## config.mk

```make
export PLATFORM = sky130hd
export DESIGN_NAME = gpi_pad_receiver
export DESIGN_NICKNAME = d
export VERILOG_FILES = /design/src/rtl/gpi_rx_pkg.sv /design/src/rtl/gpi_rx_sync.sv /design/src/rtl/gpi_pad_receiver.sv
export SDC_FILE = /design/constraint.sdc
export NUM_CORES = 1
export LEC_CHECK = 0
export CELL_PAD_IN_SITES_DETAIL_PLACEMENT = 1
export CELL_PAD_IN_SITES_GLOBAL_PLACEMENT = 1
export CORE_MARGIN = 10
export CORE_UTILIZATION = 31
export CTS_CLUSTER_SIZE = 25
export DETAILED_ROUTE_END_ITERATION = 16
export PLACE_DENSITY = 0.81
export SKIP_CTS_REPAIR_TIMING = 1
export SYNTH_ARGS = -nofsm -noshare
export SYNTH_HDL_FRONTEND = slang
export SYNTH_SLANG_ARGS = --single-unit
```

## constraint.sdc

```tcl
create_clock -name clk_i -period 1.9 [get_ports clk_i]
set_input_delay 0.38 -clock clk_i [delete_from_list [all_inputs] [get_ports clk_i]]
set_output_delay 0.38 -clock clk_i [all_outputs]
set_load 0.01 [all_outputs]
```

## src/rtl/gpi_rx_pkg.sv

```systemverilog
// Shared types and limits for the GPI pad receiver.
package gpi_rx_pkg;

    localparam int unsigned SYNC_STAGES_MIN = 2;
    localparam int unsigned SYNC_STAGES_MAX = 4;

    typedef enum logic [1:0] {
        EDGE_NONE = 2'b00,
        EDGE_RISE = 2'b01,
        EDGE_FALL = 2'b10,
        EDGE_BOTH = 2'b11
    } edge_sel_e;

    typedef enum logic [1:0] {
        OFF     = 2'b00,
        ARM     = 2'b01,
        STABLE  = 2'b10,
        QUALIFY = 2'b11
    } rx_state_e;

endpackage

```

## src/rtl/gpi_rx_sync.sv

```systemverilog
// Multi-stage synchronizer for the asynchronous pad level, with a synchronous flush.
module gpi_rx_sync #(
    parameter int unsigned STAGES    = 2,
    parameter logic        RESET_VAL = 1'b0
) (
    input  logic clk_i,
    input  logic rstn_i,
    input  logic d_i,
    input  logic flush_i,
    output logic q_o
);

    logic [STAGES-1:0] chain_q;

    // Shift the pad level through the chain; flush parks every stage at the idle level.
    always_ff @(posedge clk_i or negedge rstn_i) begin
        if (!rstn_i) begin
            chain_q <= {STAGES{RESET_VAL}};
        end else if (flush_i) begin
            chain_q <= {STAGES{RESET_VAL}};
        end else begin
            chain_q <= {chain_q[STAGES-2:0], d_i};
        end
    end

    assign q_o = chain_q[STAGES-1];

endmodule

```

## src/rtl/gpi_pad_receiver.sv

```systemverilog
// Receive-side conditioning of a pad DI level: synchronizer, glitch filter, edge detect
// and sticky event/overrun flags. Define GPI_RX_FILTER_EN to build the glitch filter;
// without it the synchronized level is passed straight to di_o once armed.
module gpi_pad_receiver
    import gpi_rx_pkg::*;
#(
    parameter int unsigned SYNC_STAGES = 2,
    parameter int unsigned FILT_W      = 8,
    parameter logic        RESET_VAL   = 1'b0
) (
    input  logic              clk_i,
    input  logic              rstn_i,
    input  logic              pad_di_i,
    input  logic              en_i,
    input  logic [FILT_W-1:0] filt_th_i,
    input  logic [1:0]        edge_sel_i,
    input  logic              evt_ack_i,
    output logic              ie_o,
    output logic              di_o,
    output logic              edge_o,
    output logic              evt_o,
    output logic              ovf_o
);

    localparam int unsigned ARM_W = $clog2(SYNC_STAGES_MAX + 1);

    rx_state_e        state_q, state_d;
    logic [ARM_W-1:0] arm_q, arm_d;
    logic             sync_lvl;
    logic             di_d, edge_d, evt_d, ovf_d;
    logic             rise_hit, fall_hit, edge_hit;
    edge_sel_e        sel;

`ifdef GPI_RX_FILTER_EN
    logic [FILT_W-1:0] cnt_q, cnt_d;
`else
    logic th_unused;
    assign th_unused = ^filt_th_i;
`endif

    // Synchronizer is held at the idle level whenever the receiver is disabled.
    gpi_rx_sync #(
        .STAGES    (SYNC_STAGES),
        .RESET_VAL (RESET_VAL)
    ) u_sync (
        .clk_i   (clk_i),
        .rstn_i  (rstn_i),
        .d_i     (pad_di_i),
        .flush_i (!en_i),
        .q_o     (sync_lvl)
    );

    assign sel      = edge_sel_e'(edge_sel_i);
    assign rise_hit = sync_lvl & ~di_o & ((sel == EDGE_RISE) || (sel == EDGE_BOTH));
    assign fall_hit = ~sync_lvl & di_o & ((sel == EDGE_FALL) || (sel == EDGE_BOTH));
    assign edge_hit = rise_hit | fall_hit;

    // Next-state, filtered level and edge decision.
    always_comb begin
        state_d = state_q;
        arm_d   = arm_q;
        di_d    = di_o;
        edge_d  = 1'b0;
`ifdef GPI_RX_FILTER_EN
        cnt_d   = cnt_q;
`endif
        if (!en_i) begin
            state_d = OFF;
            arm_d   = '0;
            di_d    = RESET_VAL;
`ifdef GPI_RX_FILTER_EN
            cnt_d   = '0;
`endif
        end else begin
            case (state_q)
                OFF: begin
                    state_d = ARM;
                    arm_d   = '0;
                end
                ARM: begin
                    // Wait out the synchronizer fill so enabling never fakes an edge.
                    if (arm_q == ARM_W'(SYNC_STAGES)) begin
                        di_d    = sync_lvl;
                        state_d = STABLE;
                    end else begin
                        arm_d = arm_q + 1'b1;
                    end
                end
                STABLE: begin
                    if (sync_lvl != di_o) begin
`ifdef GPI_RX_FILTER_EN
                        state_d = QUALIFY;
                        cnt_d   = '0;
`else
                        di_d    = sync_lvl;
                        edge_d  = edge_hit;
`endif
                    end
                end
                QUALIFY: begin
`ifdef GPI_RX_FILTER_EN
                    if (sync_lvl == di_o) begin
                        state_d = STABLE;
                        cnt_d   = '0;
                    end else if (cnt_q >= filt_th_i) begin
                        di_d    = sync_lvl;
                        edge_d  = edge_hit;
                        cnt_d   = '0;
                        state_d = STABLE;
                    end else if (cnt_q != '1) begin
                        cnt_d = cnt_q + 1'b1;
                    end
`else
                    state_d = STABLE;
`endif
                end
                default: state_d = OFF;
            endcase
        end
    end

    // Sticky flags follow the registered edge pulse; a coincident set beats the ack.
    always_comb begin
        evt_d = evt_o;
        ovf_d = ovf_o;
        if (edge_o) begin
            evt_d = 1'b1;
            ovf_d = evt_ack_i ? 1'b0 : (ovf_o | evt_o);
        end else if (evt_ack_i) begin
            evt_d = 1'b0;
            ovf_d = 1'b0;
        end
    end

    // State and output registers.
    always_ff @(posedge clk_i or negedge rstn_i) begin
        if (!rstn_i) begin
            state_q <= OFF;
            arm_q   <= '0;
            ie_o    <= 1'b0;
            di_o    <= RESET_VAL;
            edge_o  <= 1'b0;
            evt_o   <= 1'b0;
            ovf_o   <= 1'b0;
        end else begin
            state_q <= state_d;
            arm_q   <= arm_d;
            ie_o    <= en_i;
            di_o    <= di_d;
            edge_o  <= edge_d;
            evt_o   <= evt_d;
            ovf_o   <= ovf_d;
        end
    end

`ifdef GPI_RX_FILTER_EN
    // Qualification counter.
    always_ff @(posedge clk_i or negedge rstn_i) begin
        if (!rstn_i) begin
            cnt_q <= '0;
        end else begin
            cnt_q <= cnt_d;
        end
    end
`endif

endmodule

```

==> reports/results.tsv <==
metric	value	unit
number of enable flip-flop cells	0	
met3 routed WL	98	µm
P_sw	0.105	mW
Top Layout Cells	12 x dfrtp_1, 11 x clkdlybuf4s50_1, 5 x inv_1, 5 x nand2_1, 4 x ha_1	
Top Consumer	registers	
Crit. Startpoint	arm_q[0]	
status	finished, final reports clean	
CP Capture Type	register	
Crit. path cell count	5	
Post-Synth Simple-Gate Area	21.1	%
OpenROAD warning count	36	
synth-to-layout area growth	28.5	%
Most used DFF post-synth	dfrtp_1	
fmax	0.609	GHz
CTS tree	built	
share of cells above drive strength 1	6.15	%
TNS Setup	0	ns
Multiplexer share	1.79	%
Die W	62.4	µm
via count	428	
RSZ-0062 raised after global routing	false	
Critical-path top delay cell	or4b_1	
M3 GR Usage	4.12	%
worst setup path end	arm_q[0]	
worst reg2reg endpoint	arm_q[0]	
CP Max Fanout	6	
Slew HR	64.3	%
minimum clock period	1.64	ns
XOR Share, Synth	0	%
first-pass GRT wire length	2170	µm
syn_nets	71	
Pwr Density	650	nW/µm²
dpl cells	87	
Layout Cells excl Fill	90	
CP max stage delay	0.49	ns
Fig. 1: cells colored by class
Drawn at 4 px/µm.
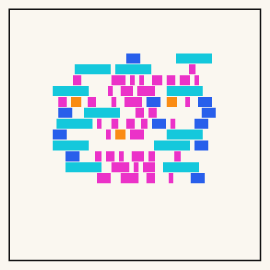
Orange shows clock drivers, cells 3, share of their area 3.3%. Cyan shows flops, cells 12, share of their area 44%. Magenta shows combinational and other logic, cells 39, share of their area 37%. Blue shows other buffers and delay cells, cells 11, share of their area 16%.

Fig. 2: pin map
Drawn at 6 px/µm. Pins as bars across the die edge, other pins in gray.
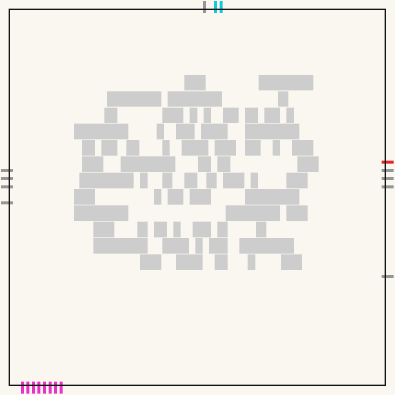
Red shows `evt_ack_i`, pins 1, direction input, edge right. Magenta shows `filt_th_i`, pins 8, direction input, edge bottom. Cyan shows `edge_sel_i`, pins 2, direction input, edge top.
All pins by edge: 8 bottom, 5 right, 4 left, 3 top.

Fig. 3: clock nets
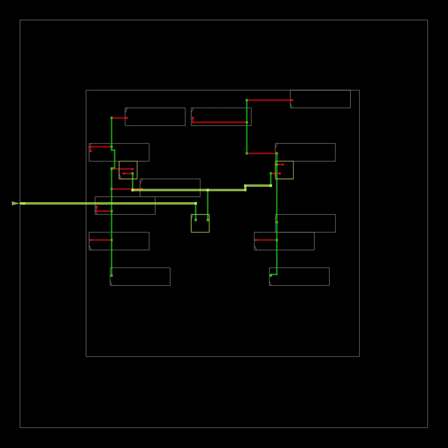
P_clk: 0.150 mW
flop count: 12
final-layout clock buffer total: 3

Fig. 4: wiring by layer
Drawn at 4 px/µm.
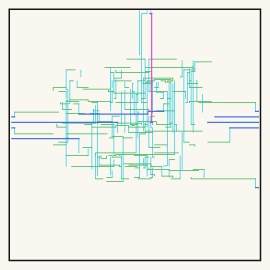
Green shows metal 1, wire length 484 µm. Cyan shows metal 2, wire length 569 µm. Blue shows metal 3, wire length 98.9 µm. Magenta shows metal 4, wire length 27.2 µm.

Power is estimated from default activity; no workload was simulated.
